==> src/rtl/simon_pkg.sv <==
// Shared Simon definitions: colour codes, player state encoding, bus widths.
// Used by the sequence memory, the game FSM and the sequence player.
package simon_pkg;

  localparam int LEVEL_W = 3;
  localparam int COLOR_W = 2;
  localparam int LED_W   = 1 << COLOR_W;

  typedef enum logic [COLOR_W-1:0] {
    GREEN  = 2'd0,
    RED    = 2'd1,
    YELLOW = 2'd2,
    BLUE   = 2'd3
  } color_t;

  typedef enum logic [2:0] {
    ST_IDLE  = 3'd0,
    ST_FETCH = 3'd1,
    ST_SHOW  = 3'd2,
    ST_GAP   = 3'd3,
    ST_DONE  = 3'd4
  } player_state_t;

  function automatic logic [LED_W-1:0] color_onehot(input logic [COLOR_W-1:0] c);
    logic [LED_W-1:0] oh;
    oh    = '0;
    oh[c] = 1'b1;
    return oh;
  endfunction

endpackage

==> src/rtl/phase_timer.sv <==
// Dwell counter: counts while enabled, flags terminal count against a runtime limit.
// tc is combinational from the count; the count wraps to 0 on the enabled tc cycle.
module phase_timer #(
  parameter int CNT_W = 26
) (
  input  logic             clk,
  input  logic             rst,
  input  logic             clear,
  input  logic             en,
  input  logic [CNT_W-1:0] limit,
  output logic             tc
);

  logic [CNT_W-1:0] cnt_q, cnt_d;

  assign tc = (cnt_q == limit);

  always_comb begin
    cnt_d = cnt_q;
    if (clear) begin
      cnt_d = '0;
    end else if (en) begin
      cnt_d = tc ? '0 : cnt_q + CNT_W'(1);
    end
  end

  always_ff @(posedge clk or posedge rst) begin
    if (rst) begin
      cnt_q <= '0;
    end else begin
      cnt_q <= cnt_d;
    end
  end

endmodule

==> src/rtl/sequence_player.sv <==
// Replays stored Simon colours 0..level: fetch, light LED for ON_CYCLES, blank OFF_CYCLES.
// First LED one cycle after start; done pulses N*(1+ON+OFF) cycles after start; start ignored while busy.
import simon_pkg::*;

module sequence_player #(
  parameter int ON_CYCLES  = 25_000_000,
  parameter int OFF_CYCLES = 12_500_000,
  parameter int CNT_W      = 26
) (
  input  logic       clk,
  input  logic       reset,
  input  logic       start,
  input  logic       abort,
  input  logic [2:0] level,
  output logic [2:0] mem_addr,
  input  logic [1:0] mem_data,
  output logic [1:0] color,
  output logic [3:0] led,
  output logic       led_on,
  output logic       busy,
  output logic       done
);

  localparam logic [CNT_W-1:0] ON_LIM  = CNT_W'(ON_CYCLES - 1);
  localparam logic [CNT_W-1:0] OFF_LIM = CNT_W'(OFF_CYCLES - 1);

  player_state_t        state_q, state_d;
  logic [LEVEL_W-1:0]   last_idx_q, last_idx_d;
  logic [LEVEL_W-1:0]   mem_addr_q, mem_addr_d;
  logic [COLOR_W-1:0]   color_q, color_d;
  logic                 led_on_q, led_on_d;
  logic                 busy_q, busy_d;
  logic                 done_q, done_d;

  logic                 tmr_clear;
  logic                 tmr_en;
  logic [CNT_W-1:0]     tmr_limit;
  logic                 tmr_tc;

  phase_timer #(.CNT_W(CNT_W)) u_timer (
    .clk   (clk),
    .rst   (reset),
    .clear (tmr_clear),
    .en    (tmr_en),
    .limit (tmr_limit),
    .tc    (tmr_tc)
  );

  always_ff @(posedge clk or posedge reset) begin
    if (reset) begin
      state_q <= ST_IDLE;
    end else begin
      state_q <= state_d;
    end
  end

  always_comb begin
    state_d = state_q;
    case (state_q)
      ST_IDLE:  if (start) state_d = ST_FETCH;
      ST_FETCH: state_d = ST_SHOW;
      ST_SHOW:  if (tmr_tc) state_d = ST_GAP;
      ST_GAP:   if (tmr_tc) state_d = (mem_addr_q == last_idx_q) ? ST_DONE : ST_FETCH;
      ST_DONE:  state_d = ST_IDLE;
      default:  state_d = ST_IDLE;
    endcase
    // Abort overrides everything, including a start in the same IDLE cycle.
    if (abort) state_d = ST_IDLE;
  end

  always_comb begin
    last_idx_d = last_idx_q;
    mem_addr_d = mem_addr_q;
    color_d    = color_q;

    if (state_q == ST_IDLE && start) begin
      last_idx_d = level;
      mem_addr_d = '0;
    end
    if (state_q == ST_FETCH) color_d = mem_data;
    if (state_q == ST_GAP && tmr_tc && mem_addr_q != last_idx_q) begin
      mem_addr_d = mem_addr_q + LEVEL_W'(1);
    end
    if (state_d == ST_IDLE) mem_addr_d = '0;

    // Registered status flags follow the state being entered so they align with it.
    led_on_d = (state_d == ST_SHOW);
    busy_d   = (state_d != ST_IDLE);
    done_d   = (state_d == ST_DONE);

    tmr_clear = abort || (state_q == ST_IDLE) || (state_q == ST_FETCH) || (state_q == ST_DONE);
    tmr_en    = (state_q == ST_SHOW) || (state_q == ST_GAP);
    tmr_limit = (state_q == ST_GAP) ? OFF_LIM : ON_LIM;
  end

  always_ff @(posedge clk or posedge reset) begin
    if (reset) begin
      last_idx_q <= '0;
      mem_addr_q <= '0;
      color_q    <= '0;
      led_on_q   <= 1'b0;
      busy_q     <= 1'b0;
      done_q     <= 1'b0;
    end else begin
      last_idx_q <= last_idx_d;
      mem_addr_q <= mem_addr_d;
      color_q    <= color_d;
      led_on_q   <= led_on_d;
      busy_q     <= busy_d;
      done_q     <= done_d;
    end
  end

  assign mem_addr = mem_addr_q;
  assign color    = color_q;
  assign led_on   = led_on_q;
  assign busy     = busy_q;
  assign done     = done_q;
  assign led      = led_on_q ? color_onehot(color_q) : '0;

endmodule
==> config.mk <==
export PLATFORM = sky130hd
export DESIGN_NAME = sequence_player
export DESIGN_NICKNAME = d
export VERILOG_FILES = /design/src/rtl/simon_pkg.sv /design/src/rtl/phase_timer.sv /design/src/rtl/sequence_player.sv
export SDC_FILE = /design/constraint.sdc
export NUM_CORES = 1
export LEC_CHECK = 0
export CAP_MARGIN = 5
export CORE_MARGIN = 2
export CORE_UTILIZATION = 35
export DETAILED_ROUTE_END_ITERATION = 8
export PLACE_DENSITY = 0.61
export RECOVER_POWER = 50
export SETUP_SLACK_MARGIN = 0.02
export SYNTH_ARGS = -nofsm -noshare
export SYNTH_HDL_FRONTEND = slang
export SYNTH_SLANG_ARGS = --single-unit
==> constraint.sdc <==
create_clock -name clk -period 2.55 [get_ports clk]
set_clock_uncertainty 0.05 [all_clocks]
set_input_delay 0.51 -clock clk [delete_from_list [all_inputs] [get_ports clk]]
set_output_delay 0.51 -clock clk [all_outputs]
set_load 0.05 [all_outputs]
==> summary.txt, run 1 <==
Figures from the implementation reports.

- The last timing report of the flow puts the setup violation total at 0.
- The proportion of cell area occupied by registers reads 0.3599.
- The sum of internal, switching and leakage power reads 1.370 mW.
- The critical hold path startpoint is u_timer.cnt_q[21].
- The leakage component of the power reads 1.059 nW.
- For this run, the share of the core covered by cells in the final layout is 0.4163.
- The worst setup path is launched from a register.
- The area fraction in full adders, half adders and majority gates is 0.01055.
- The routed wirelength on the met1 layer is recorded as 2.695 mm.
- The run finished with clean final reports.
- The gate family responsible for the most delay along the worst path reads buffers and inverters.
- The post-place instance area is 2695 µm².
- For this run, global-route usage on met3 was measured as 0.02381.
- The synthesized design spends more area on one cell type than any other, namely sky130_fd_sc_hd__dfrtp_1.
- The proportion of final cell area spent on non-clock buffers is 0.1089.
- The clock passes through at most 2 buffers.
- Entering global routing, the biggest net connects 41 pins.
- The share of post-route cells with drive strength above 1 is 0.1228.
- In the synthesized netlist, the dominant kind of combinational cell is simple AND/OR/NAND/NOR gates.
- Note, the detailed placer reported a final HPWL of 4.046 mm.
- sky130_fd_sc_hd__dfrtp_1 is the most common cell in the netlist.
- The worst setup slack before clock tree synthesis is 0.1630 ns.
- The top-area cell type share of the netlist area reads 0.4219.
- The number of hold buffers added after cts is 0.
- The portion of the clock cycle consumed by the worst path in the final layout is 0.9038.
- The combinational power share is 0.166.
- The highest ir drop seen on vdd is 0.0002206 V.
- The highest net fanout along the worst path reads 6.
- The max-slew headroom at the worst pin reads 0.3264.
- In the final routed layout, each cell accounts on average for 15.52 µm.
- The buffer cell driving the clock tree root is sky130_fd_sc_hd__clkbuf_8.
- The non-clock inverters instantiated in the layout total 7.
- The sequential standard cell area reads 1001 µm².
- At the worst endpoint, the required time is 1.99 ns.
- Leaving out the clock tree, the finished layout contains a buffer count of 35.
- The final critical-path required period is 2.305 ns.
- The heaviest power group is registers.
- Of the total power, the clock network draws 0.332.
- The flip-flop count of the largest register after layout is 26.
- The synthesized netlist net count reads 270.
- The signed area change from the synthesized netlist to the final layout reads 17.25%.
- The tap cell instance count reads 80.
- The end of the worst hold path is u_timer.cnt_q[21].
- The simple-gate share of the synthesized area is 0.3412.
- The most critical min-delay path falls under reg -> reg.
- The post-detailed-routing wire length is 5.666 mm.
- The most common logic cells in the final layout are 40 x sky130_fd_sc_hd__dfrtp_1, 28 x sky130_fd_sc_hd__nand2_1, 19 x sky130_fd_sc_hd__nand3_1.
- The synthesized area per cell is 9.159 µm².
- Setup slack on the worst reg-to-reg path comes out at 0.36 ns.
- After technology mapping, the gate count stands at 259.
- The final antenna-violating net count reads 0.
- At the floorplan stage, the core utilization is reported as 0.3551.
- The report lists the number of standard-cell rows as 30.
- The internal power is 990.5 µW.
- STA classifies the critical path endpoint as a primary output.
- Data arrives at the worst endpoint at 1.74 ns.
- The combinational cell area excluding buffers and inverters reads 1255 µm².
- The combinational cell power reads 228 µW.
- Setup repair after global routing left no endpoint under its margin.
- The clock tree from TritonCTS reads built.
- Before any placement, the netlist area is recorded as 2372 µm².
- The switching part of the total reads 0.2769.
- The highest signal layer in the routed design reads met4.
- The filler-free cell count of the finished design is 365.
- The number of flip-flops and latches reads 40.
- The number of distinct library cells after synthesis is 49.
- The synthesis report names the predominant flop master as sky130_fd_sc_hd__dfrtp_1.
- The insertion delay to the later sink of the worst-skew pair is 0.28 ns.
- The routed length on met3 is 201 µm.
- The area of the core reads 6681 µm².
- The buffer count from post-CTS setup fixing reads 0.
- The register bank with the most flops reads u_timer.cnt_q.
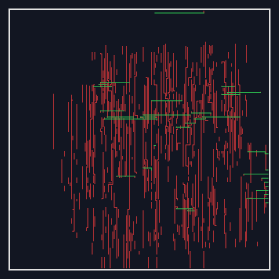
**Above:** run 1 (metal layers overlaid).
Scale: 3 px per µm. Only two layers are drawn.
- metal 2: red (wire length 2,700 µm)
- metal 3: green (wire length 202 µm)

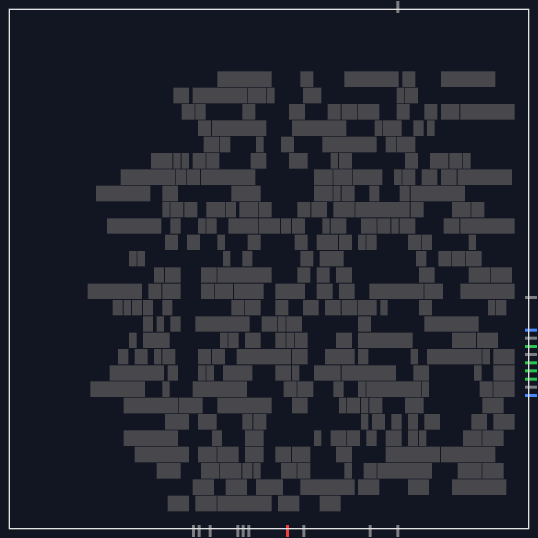
**Above:** run 1 (I/O pins on the die edge).
Scale: 6 px per µm. Pins as bars across the die edge, other pins in grey.
- abort: red (pins 1; direction input; edge bottom)
- led: green (pins 4; direction output; edge right)
- color: blue (pins 2; direction output; edge right)
- all pins by edge: 10 bottom, 10 right, 1 top

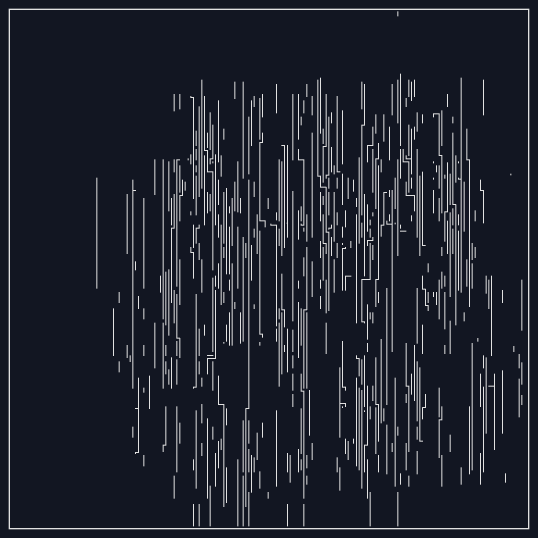
**Above:** run 1 (signal wires on met2).
Scale: 6 px per µm.
- longest straight run: 38.1 µm
- share of all routed wire: 48%
- nets with wire on the layer: 230
- wire length on this layer: 2,700 µm

==> run 2: changes to the inputs <==
==> constraint.sdc (replaced) <==
create_clock -name clk -period 2.7 [get_ports clk]
set_clock_uncertainty 0.05 [all_clocks]
set_input_delay 0.54 -clock clk [delete_from_list [all_inputs] [get_ports clk]]
set_output_delay 0.54 -clock clk [all_outputs]
set_load 0.05 [all_outputs]
==> run 2 against run 1 <==
Against the previous run: clock power decreased by 9.0%; largest power group unchanged; register-to-register slack lost 0.02 ns; wire length increased by 2.1%; utilization down 0.17 points.
==> summary.txt, run 2 <==
Figures from the implementation reports.

- The leakage component of the power is 1.051 nW (-0.70%).
- The combinational cell power is 217 µW (-5%).
- The worst min-delay path category is reg -> reg.
- The reg-to-reg setup timing slack reads 0.34 ns (-0.02 ns).
- The proportion of cell area occupied by registers is 0.3613 (+0.001463).
- The flow ran to the end, and the final reports show no timing, DRC or antenna violations.
- The internal power reads 912.0 µW (-7.9%).
- The fraction of the core area covered by cells at the end of the flow is 0.4146 (-0.001685).
- The gate count after technology mapping reads 259 (unchanged).
- The cell taking the most area after synthesis reads sky130_fd_sc_hd__dfrtp_1.
- The tap cell instance count was 80 (unchanged).
- The heaviest power group reads registers.
- The number of inverters outside the clock class in the layout was 7 (unchanged).
- The combinational cell area excluding buffers and inverters reads 1250 µm² (-0.40%).
- In this run the clock root is driven by a sky130_fd_sc_hd__clkbuf_8.
- The register with the most flip-flops in the final layout is u_timer.cnt_q.
- The combinational power share was 0.170 (+0.004).
- The data required time at the worst endpoint came to 2.82 ns (+0.83 ns).
- Per the synth stats, the flop cell with the highest instance count is sky130_fd_sc_hd__dfrtp_1.
- The highest ir drop seen on vdd is 0.0002187 V (-0.88%).
- The final antenna-violating net count is 0 (unchanged).
- The total number of placement rows is 30 (unchanged).
- The sum of internal, switching and leakage power is 1.279 mW (-6.7%).
- The combinational family with the most area after synthesis is simple AND/OR/NAND/NOR gates.
- The end of the worst hold path is u_timer.cnt_q[19].
- The total setup violations reported at the end of the flow is 0 (unchanged).
- The number of hold buffers added after cts reads 0 (unchanged).
- The clock share of power reads 0.323 (-0.009).
- STA classifies the critical path endpoint as a register.
- The signed area change from the synthesized netlist to the final layout is 16.77%.
- The synthesized netlist net count is 270 (unchanged).
- STA classifies the critical path startpoint as a register.
- The effective utilization at floorplan came to 0.3551 (unchanged).
- The final critical-path required period is 2.363 ns.
- The highest net fanout along the worst path reads 17 (+11).
- The filler-free cell count of the finished design is 364 (-0.27%).
- The top cell type by instance count after synthesis is sky130_fd_sc_hd__dfrtp_1.
- The area fraction in full adders, half adders and majority gates was 0.01055 (unchanged).
- The non-clock buffer instance count of the final layout came to 33 (-5.7%).
- The post-place instance area reads 2693 µm² (about the same).
- The clock tree from TritonCTS reads built.
- The total half-perimeter wirelength after legalization and detailed placement reads 4.097 mm (+1.2%).
- The kind of cell with the highest combined delay along the critical path is AND-OR/OR-AND gates.
- The library cells used most frequently in the layout, excluding fill and tap cells, are 40 x sky130_fd_sc_hd__dfrtp_1, 28 x sky130_fd_sc_hd__nand2_1, 19 x sky130_fd_sc_hd__nand3_1.
- The maximum buffer depth of the clock tree reads 2 (unchanged).
- The max-slew headroom at the worst pin was 0.3390 (+0.01267).
- Setup repair after global routing left no endpoint under its margin.
- The worst setup slack before clock tree synthesis was 0.2586 ns (+0.09564 ns).
- The area of the core reads 6681 µm² (unchanged).
- The wire length on met1 is 2.679 mm (-0.59%).
- The buffer count from post-CTS setup fixing came to 0 (unchanged).
- The synthesized area reads 2372 µm² (unchanged).
- The number of distinct library cells after synthesis came to 49 (unchanged).
- The arrival time of the worst setup path was 2.48 ns (+0.74 ns).
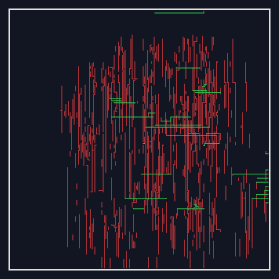
**Above:** run 2 (metal layers overlaid).
Scale: 3 px per µm. Only two layers are drawn.
- metal 3: green (wire length 215 µm)
- metal 2: red (wire length 2,840 µm)
GRT Util Overall: 0.1703
Total Wirelength: 5.787 mm
final routed wire length divided by cell count: 15.90 µm
number of vias after detailed routing: 2,100

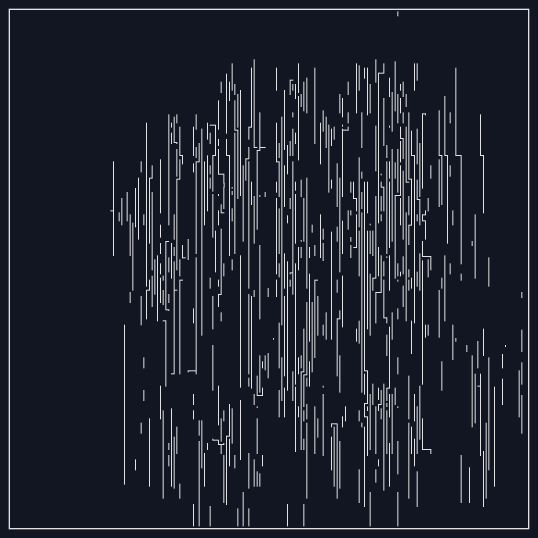
**Above:** run 2 (signal wires on met2).
Scale: 6 px per µm.
met2 usage: 0.2888

Power figures rest on the tool's default switching activity, not on a simulated workload.
